==> src/rtl/seven_seg_scan_ctrl.sv <==
// Time-multiplexed scan controller for a shared seven-segment decoder, with lamp test
// and frame-synchronous value updates. Optional feature macro: LEADING_ZERO_BLANK_EN.
module seven_seg_scan_ctrl #(
  parameter int NUM_DIGITS  = 4,
  parameter int SCAN_DIV    = 1000,
  parameter int BLANK_CYC   = 8,
  parameter int LAMP_FRAMES = 64
) (
  input  logic                    clk,
  input  logic                    rst_n,
  input  logic [4*NUM_DIGITS-1:0] value_in,
  input  logic                    value_valid,
  output logic                    value_ready,
  input  logic                    dash_mode,
  input  logic                    lamp_test,
  output logic [3:0]              digit,
  output logic [1:0]              pattern,
  output logic [NUM_DIGITS-1:0]   digit_en,
  output logic                    frame_tick
);

  localparam int                IDX_W     = (NUM_DIGITS > 1) ? $clog2(NUM_DIGITS) : 1;
  localparam int                VAL_W     = 4 * NUM_DIGITS;
  localparam logic [15:0]       SLOT_LAST = 16'(SCAN_DIV - 1);
  localparam logic [15:0]       BLANK_LEN = 16'(BLANK_CYC);
  localparam logic [IDX_W-1:0]  IDX_LAST  = IDX_W'(NUM_DIGITS - 1);
  localparam logic [7:0]        FRAMES    = 8'(LAMP_FRAMES);

  localparam logic [1:0] PAT_NUMBER = 2'd0;
  localparam logic [1:0] PAT_ALL    = 2'd1;
  localparam logic [1:0] PAT_DASH   = 2'd3;

  typedef enum logic {
    LAMP = 1'b0,
    RUN  = 1'b1
  } state_e;

  state_e                  state_q, state_d;
  logic [7:0]              frameCnt_q, frameCnt_d;
  logic [15:0]             slotCnt_q, slotCnt_d;
  logic [IDX_W-1:0]        idx_q, idx_d;
  logic [VAL_W-1:0]        display_q, display_d;
  logic [VAL_W-1:0]        shadow_q, shadow_d;
  logic                    shadowFull_q, shadowFull_d;
  logic                    dash_q, dash_d;
  logic [3:0]              digit_q, digit_d;
  logic [1:0]              pattern_q, pattern_d;
  logic [NUM_DIGITS-1:0]   digitEn_q, digitEn_d;
  logic                    frameTick_q, frameTick_d;
  logic                    ready_q, ready_d;

  state_e                  curState;
  logic [7:0]              curFrame;
  logic [15:0]             curSlot;
  logic [IDX_W-1:0]        curIdx;
  logic                    frameStart;
  logic                    transfer;
  logic [3:0]              nibble;
`ifdef LEADING_ZERO_BLANK_EN
  logic [IDX_W-1:0]        msbIdx;
`endif

  always_ff @(posedge clk) begin
    if (!rst_n) begin
      state_q      <= LAMP;
      frameCnt_q   <= '0;
      slotCnt_q    <= '0;
      idx_q        <= '0;
      display_q    <= '0;
      shadow_q     <= '0;
      shadowFull_q <= 1'b0;
      dash_q       <= 1'b0;
      digit_q      <= 4'd0;
      pattern_q    <= PAT_ALL;
      digitEn_q    <= '0;
      frameTick_q  <= 1'b0;
      ready_q      <= 1'b0;
    end else begin
      state_q      <= state_d;
      frameCnt_q   <= frameCnt_d;
      slotCnt_q    <= slotCnt_d;
      idx_q        <= idx_d;
      display_q    <= display_d;
      shadow_q     <= shadow_d;
      shadowFull_q <= shadowFull_d;
      dash_q       <= dash_d;
      digit_q      <= digit_d;
      pattern_q    <= pattern_d;
      digitEn_q    <= digitEn_d;
      frameTick_q  <= frameTick_d;
      ready_q      <= ready_d;
    end
  end

  // The counters hold the scan position that the next edge will present; a lamp_test
  // pulse overrides that position so the new frame is presented on the same edge.
  always_comb begin
    curState   = lamp_test ? LAMP : state_q;
    curFrame   = lamp_test ? 8'd0 : frameCnt_q;
    curSlot    = lamp_test ? 16'd0 : slotCnt_q;
    curIdx     = lamp_test ? '0 : idx_q;
    frameStart = (curSlot == 16'd0) && (curIdx == '0);
    transfer   = value_valid && ready_q;

    state_d      = curState;
    frameCnt_d   = curFrame;
    display_d    = display_q;
    shadow_d     = shadow_q;
    shadowFull_d = shadowFull_q;
    dash_d       = dash_q;

    if (frameStart) begin
      if (shadowFull_q) begin
        display_d    = shadow_q;
        shadowFull_d = 1'b0;
      end
      dash_d = dash_mode;
      if (curState == LAMP) begin
        if (curFrame >= FRAMES) begin
          state_d = RUN;
        end else begin
          frameCnt_d = curFrame + 8'd1;
        end
      end
    end

    // A capture on a frame edge lands after the copy, so it waits for the next frame.
    if (transfer) begin
      shadow_d     = value_in;
      shadowFull_d = 1'b1;
    end
    ready_d = !shadowFull_d;

    if (curSlot == SLOT_LAST) begin
      slotCnt_d = 16'd0;
      idx_d     = (curIdx == IDX_LAST) ? '0 : curIdx + 1'b1;
    end else begin
      slotCnt_d = curSlot + 16'd1;
      idx_d     = curIdx;
    end

    frameTick_d = frameStart;
    digitEn_d   = (curSlot < BLANK_LEN) ? '0 : (NUM_DIGITS'(1) << curIdx);

    nibble = 4'd0;
    for (int i = 0; i < NUM_DIGITS; i++) begin
      if (curIdx == IDX_W'(i)) begin
        nibble = display_d[4*i +: 4];
      end
    end

`ifdef LEADING_ZERO_BLANK_EN
    msbIdx = '0;
    for (int i = 0; i < NUM_DIGITS; i++) begin
      if (display_d[4*i +: 4] != 4'd0) begin
        msbIdx = IDX_W'(i);
      end
    end
    if (curIdx > msbIdx) begin
      nibble = 4'hF;
    end
`endif

    // Decoder inputs only move at slot starts, while the digit enables are all low.
    digit_d   = digit_q;
    pattern_d = pattern_q;
    if (curSlot == 16'd0) begin
      if (state_d == LAMP) begin
        pattern_d = PAT_ALL;
        digit_d   = 4'd0;
      end else if (dash_d) begin
        pattern_d = PAT_DASH;
        digit_d   = 4'd0;
      end else begin
        pattern_d = PAT_NUMBER;
        digit_d   = nibble;
      end
    end
  end

  assign value_ready = ready_q;
  assign digit       = digit_q;
  assign pattern     = pattern_q;
  assign digit_en    = digitEn_q;
  assign frame_tick  = frameTick_q;

endmodule

==> config.mk <==
export PLATFORM = sky130hd
export DESIGN_NAME = seven_seg_scan_ctrl
export DESIGN_NICKNAME = d
export VERILOG_FILES = /design/src/rtl/seven_seg_scan_ctrl.sv
export SDC_FILE = /design/constraint.sdc
export NUM_CORES = 1
export LEC_CHECK = 0
export ABC_AREA = 1
export CORE_AREA = 3 3 116 118
export DETAILED_ROUTE_END_ITERATION = 12
export DIE_AREA = 0 0 119 121
export HOLD_SLACK_MARGIN = 0.15
export PLACE_DENSITY_LB_ADDON = 0.08
export SETUP_SLACK_MARGIN = 0.02
export SYNTH_ARGS = -nofsm -noshare
export SYNTH_HDL_FRONTEND = slang
export SYNTH_SLANG_ARGS = --single-unit
export TNS_END_PERCENT = 10
==> constraint.sdc <==
create_clock -name clk -period 2.8 [get_ports clk]
set_input_delay 0.56 -clock clk [delete_from_list [all_inputs] [get_ports clk]]
set_output_delay 0.56 -clock clk [all_outputs]
set_load 0.05 [all_outputs]
==> GITHUB_STEP_SUMMARY, run 1 <==
## PnR job results

| Metric | Value |
|---|---|
| CTS H-tree depth | 3 |
| CP endpoint | digit[0] |
| Dominant comb cell | simple AND/OR/NAND/NOR gates |
| Initial antenna violation count | 0 |
| Layout cells sized above 1 | 0.114 |
| DRT Pass-1 Iters | 4 |
| Total placed instance area | 4260 um2 |
| Largest class | multi-input combinational cells |
| Min cycle time layout | 2410 ps |
| Chip width | 119 um |
| Routed Antenna Nets | 0 |
| Status | finished, final reports clean |
| N_diodes | 0 |
| DRT met1 WL | 4.78 mm |
| Synth top cells by count | nand2_1 (108), nor2_1 (105), dfxtp_1 (73) |
| Mapped Nets | 550 |
| CP peak stage delay | 480 ps |
| Port Buffers | 32 |
| Top cells by area, synth | dfxtp_1 (42%), nand2_1 (12%), nor2_1 (11%), inv_1 (6.8%), a21oi_1 (6.4%) |
| Met3 wire len | 334 um |
| DR vias/cell | 4.37 |
| Die Y | 121 um |
| Max Buffers Root-to-Sink | 2 |
| Highest routed layer | met4 |
| Met2 usage | 0.210 |
| Syn Inst Count | 521 |
| RSZ-0062 raised after global routing | false |
| Mux cell area share | 0 |
| Total gr overflow | 0 |
| Hold Crit Start | idx_q[0] |
| Critical Path Stages | 14 |
| Clk root buf | clkbuf_16 |
| Clk network pwr share | 0.445 |
| Biggest consumer | clock |
| Hold Path Class | flip-flop to flip-flop |
| Logic share of the area | 0.371 |
| Final HPWL DP | 6.80 mm |
| Tool warnings | 32 |
| Final wirelength | 9.23 mm |
| Comb area | 1690 um2 |
| Clock buf/inv share | 0.0645 |
| Sequential share of power | 0.439 |
| Dominant flop cell | dfxtp_1 |
| CP max FO | 5 |
| Net Sw Power | 627 uW |
| Compound Share, Synth | 0.120 |
| Flops out of synthesis | 73 |
| Adder Share, Synth | 0.0286 |
| Worst-Skew Late Latency | 340 ps |
| Vias post-DR | 3327 |
| Non-clk invs | 65 |
| Chip Area, Yosys | 3490 um2 |
| Initial DRC Count | 147 |
| Worst Max-Slew Pin Slew | 778 ps |
| Arrival @ worst endpoint | 2680 ps |
| # hold bufs at CTS | 0 |
| Critical Path RT | 3060 ps |
| Flop area | 1460 um2 |
| Yosys stat cell total | 521 |
| Vias in the first global route | 3256 |
| Cell family with most CP delay | simple AND/OR/NAND/NOR gates |
| Final slew viol count | 0 |
| Aggregate global-route resource usage | 0.136 |
| Most instantiated logic cell after routing | nand2_1 |
| P_seq | 1110 uW |
| WP buf/inv | 4 |
| Hold endpoint | digit_en[2] |
| Clock net power | 1130 uW |
| Proportion of power drawn by combinational gates | 0.116 |
| Period utilisation layout | 0.861 |
| Hold Path Depth | 1 |
| RR Startpoint | idx_q[0] |
| Seq/Total Area, Yosys | 0.418 |
| Area leader, netlist | dfxtp_1 |
| Library cells used by synthesis | 27 |
| Placed cell count | 746 |
| Wirelength per Cell | 12.1 um |
| FF-to-FF path depth | 12 |
| Global route hottest layer | met2 |
| Well Taps | 172 |
| Drc violations | 0 |
| Largest type area fraction | 0.418 |
| CTS tree | built |
| Final hold violations | 0 |
| Signal buf overhead | 0.143 |
| Setup TNS | 0 ps |
| Synth Area in XOR/XNOR | 0.00752 |
| Hold Worst Slack | 407 ps |
run_1/sizes.png
Drawn at 4 px/um.
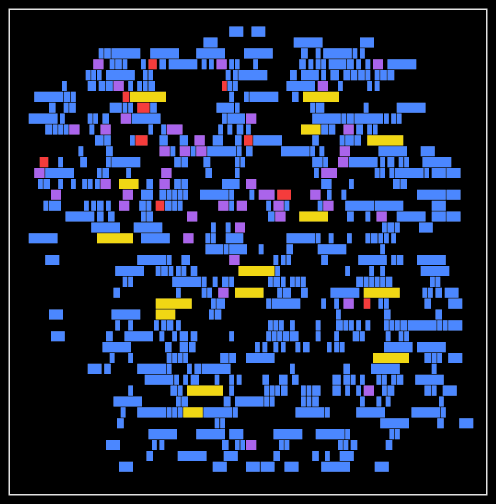
legend:
  purple:
    size: _3 and _4 cells
    cells: 42
  yellow:
    size: _6 and larger
    cells: 15
  blue:
    size: _0 and _1 cells
    cells: 523
  red:
    size: _2 cells
    cells: 10

run_1/logic_types.png
Drawn at 4 px/um.
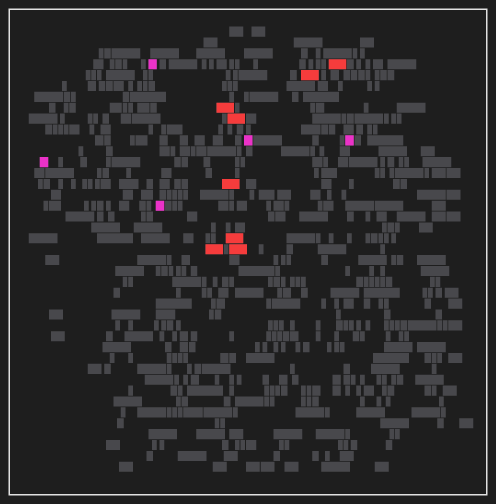
legend:
  magenta:
    family: and/or cells
    cells: 5
    most_used: or2_2
  red:
    family: fa/ha/maj cells
    cells: 8
    most_used: ha_1

run_1/placement.png
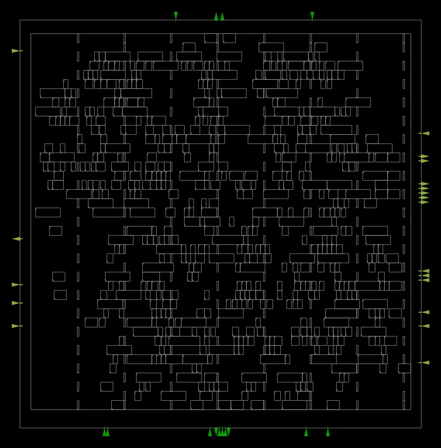
Finished Core Util: 0.363
Fill cells: 1383
Flops: 73
row cnt: 41

==> run 1 -> run 2 <==
--- a/config.mk
+++ b/config.mk
@@ -11,7 +11,6 @@
 export DIE_AREA = 0 0 119 121
 export HOLD_SLACK_MARGIN = 0.15
 export PLACE_DENSITY_LB_ADDON = 0.08
-export SETUP_SLACK_MARGIN = 0.02
 export SYNTH_ARGS = -nofsm -noshare
 export SYNTH_HDL_FRONTEND = slang
 export SYNTH_SLANG_ARGS = --single-unit
run_2/logic_types.png
Drawn at 4 px/um.
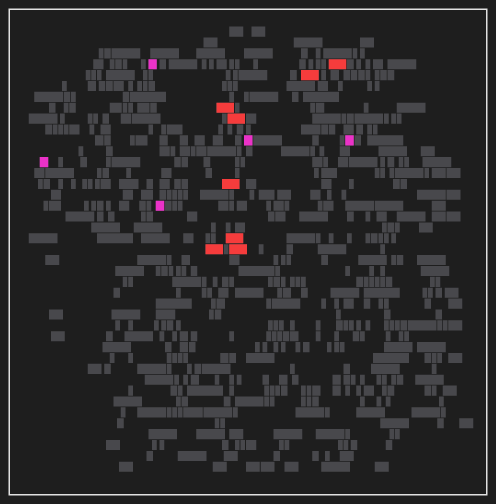
legend:
  red:
    family: fa/ha/maj cells
    cells: 8
    most_used: ha_1
  magenta:
    family: and/or cells
    cells: 5
    most_used: or2_2

==> run 2 against run 1 <==
Against the previous run:
- register-to-register slack hardly changed
- count of clock-buffer cells in the layout did not move
- sequential share of layout area did not move
- die size unchanged
- global-route usage stayed put
- critical path depth did not move
- power unchanged
- critical path type unchanged
==> GITHUB_STEP_SUMMARY, run 2 <==
## PnR job results

| Metric | Value |
|---|---|
| Met3 wire len | 334 um |
| CTS H-tree depth | 3 |
| Critical Path Stages | 14 |
| Flops out of synthesis | 73 |
| Worst-Skew Late Latency | 340 ps |
| Total gr overflow | 0 |
| Biggest consumer | clock |
| Placed cell count | 746 |
| Max Buffers Root-to-Sink | 2 |
| Wirelength per Cell | 12.1 um |
| Mux cell area share | 0 |
| Hold Path Depth | 1 |
| Vias in the first global route | 3256 |
| Status | finished, final reports clean |
| Initial DRC Count | 147 |
| Compound Share, Synth | 0.120 |
| Global route hottest layer | met2 |
| Sequential share of power | 0.439 |
| Clock buf/inv share | 0.0645 |
| Period utilisation layout | 0.861 |
| Final hold violations | 0 |
| Chip width | 119 um |
| Top cells by area, synth | dfxtp_1 (42%), nand2_1 (12%), nor2_1 (11%), inv_1 (6.8%), a21oi_1 (6.4%) |
| Non-clk invs | 65 |
| Flop area | 1460 um2 |
| Synth top cells by count | nand2_1 (108), nor2_1 (105), dfxtp_1 (73) |
| Met2 usage | 0.210 |
| CP max FO | 5 |
| RSZ-0062 raised after global routing | false |
| Hold endpoint | digit_en[2] |
| Min cycle time layout | 2410 ps |
| Clk network pwr share | 0.445 |
| Clk root buf | clkbuf_16 |
| Comb area | 1690 um2 |
| Final slew viol count | 0 |
| Highest routed layer | met4 |
| Most instantiated logic cell after routing | nand2_1 |
| Drc violations | 0 |
| Mapped Nets | 550 |
| Die Y | 121 um |
| RR Startpoint | idx_q[0] |
| Logic share of the area | 0.371 |
| DRT met1 WL | 4.78 mm |
| Port Buffers | 32 |
| Final HPWL DP | 6.80 mm |
| N_diodes | 0 |
| Library cells used by synthesis | 27 |
| Cell family with most CP delay | simple AND/OR/NAND/NOR gates |
| Final wirelength | 9.23 mm |
| Proportion of power drawn by combinational gates | 0.116 |
| Critical Path RT | 3060 ps |
| Yosys stat cell total | 521 |
| Dominant comb cell | simple AND/OR/NAND/NOR gates |
| Clock net power | 1130 uW |
| DRT Pass-1 Iters | 4 |
| Layout cells sized above 1 | 0.114 |
| Well Taps | 172 |
| Area leader, netlist | dfxtp_1 |
| Largest type area fraction | 0.418 |
| Routed Antenna Nets | 0 |
| Dominant flop cell | dfxtp_1 |
| Hold Path Class | flip-flop to flip-flop |
| Hold Crit Start | idx_q[0] |
| # hold bufs at CTS | 0 |
| Finished Core Util | 0.363 |
| Net Sw Power | 627 uW |
| Aggregate global-route resource usage | 0.136 |
run_2/io_placement.png
Drawn at 4 px/um. Pins as bars across the die edge, other pins in gray.
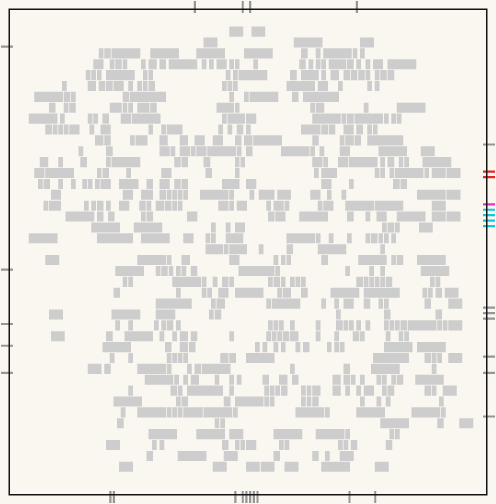
legend:
  cyan:
    port: `digit`
    pins: 4
    direction: output
    edge: right
  red:
    port: `pattern`
    pins: 2
    direction: output
    edge: right
  magenta:
    port: `frame_tick`
    pins: 1
    direction: output
    edge: right
all pins by edge: 14 right, 10 bottom, 5 left, 4 top

==> run 2 -> run 3 <==
--- a/config.mk
+++ b/config.mk
@@ -14,4 +14,3 @@
 export SYNTH_ARGS = -nofsm -noshare
 export SYNTH_HDL_FRONTEND = slang
 export SYNTH_SLANG_ARGS = --single-unit
-export TNS_END_PERCENT = 10
run_3/io_fan.png
Drawn at 2 px/um.
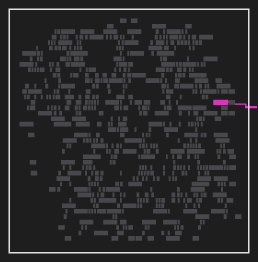
legend:
  magenta:
    port: `frame_tick`
    direction: output
    edge: right
    end_cells: 1
    buffers: 1
    wire: 8.40 um

==> run 3 against run 2 <==
Against the previous run:
- clock power about the same
- power unchanged
- final area unchanged
- critical path type unchanged
- highest routed layer unchanged
==> GITHUB_STEP_SUMMARY, run 3 <==
## PnR job results

| Metric | Value |
|---|---|
| Total placed instance area | 4260 um2 |
| Net Sw Power | 627 uW |
| Top cells by area, synth | dfxtp_1 (42%), nand2_1 (12%), nor2_1 (11%), inv_1 (6.8%), a21oi_1 (6.4%) |
| Final slew viol count | 0 |
| Chip Area, Yosys | 3490 um2 |
| RSZ-0062 raised after global routing | false |
| CTS H-tree depth | 3 |
| Arrival @ worst endpoint | 2680 ps |
| Biggest consumer | clock |
| Clock buf/inv share | 0.0645 |
| RR Startpoint | idx_q[0] |
| Tool warnings | 32 |
| Comb area | 1690 um2 |
| Yosys stat cell total | 521 |
| Total gr overflow | 0 |
| Aggregate global-route resource usage | 0.136 |
| Routed Antenna Nets | 0 |
| # hold bufs at CTS | 0 |
| Min cycle time layout | 2410 ps |
| Chip width | 119 um |
| Area leader, netlist | dfxtp_1 |
| Sequential share of power | 0.439 |
| Vias in the first global route | 3256 |
| Max Buffers Root-to-Sink | 2 |
| DRT met1 WL | 4.78 mm |
| Hold Path Class | flip-flop to flip-flop |
| Mux cell area share | 0 |
| Logic share of the area | 0.371 |
| Hold Path Depth | 1 |
| Clk network pwr share | 0.445 |
| Period utilisation layout | 0.861 |
| FF-to-FF path depth | 12 |
| Most instantiated logic cell after routing | nand2_1 |
| Largest type area fraction | 0.418 |
| Initial DRC Count | 147 |
| Placed cell count | 746 |
| Mapped Nets | 550 |
| Final HPWL DP | 6.80 mm |
| CP max FO | 5 |
| Row cnt | 41 |
| Vias post-DR | 3327 |
| Die Y | 121 um |
| Status | finished, final reports clean |
run_3/placement.png
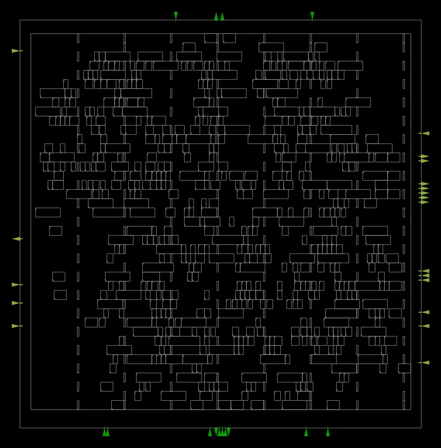
Core ar.: 12600 um2
fraction of area in registers: 0.321

Power is estimated from default activity; no workload was simulated.
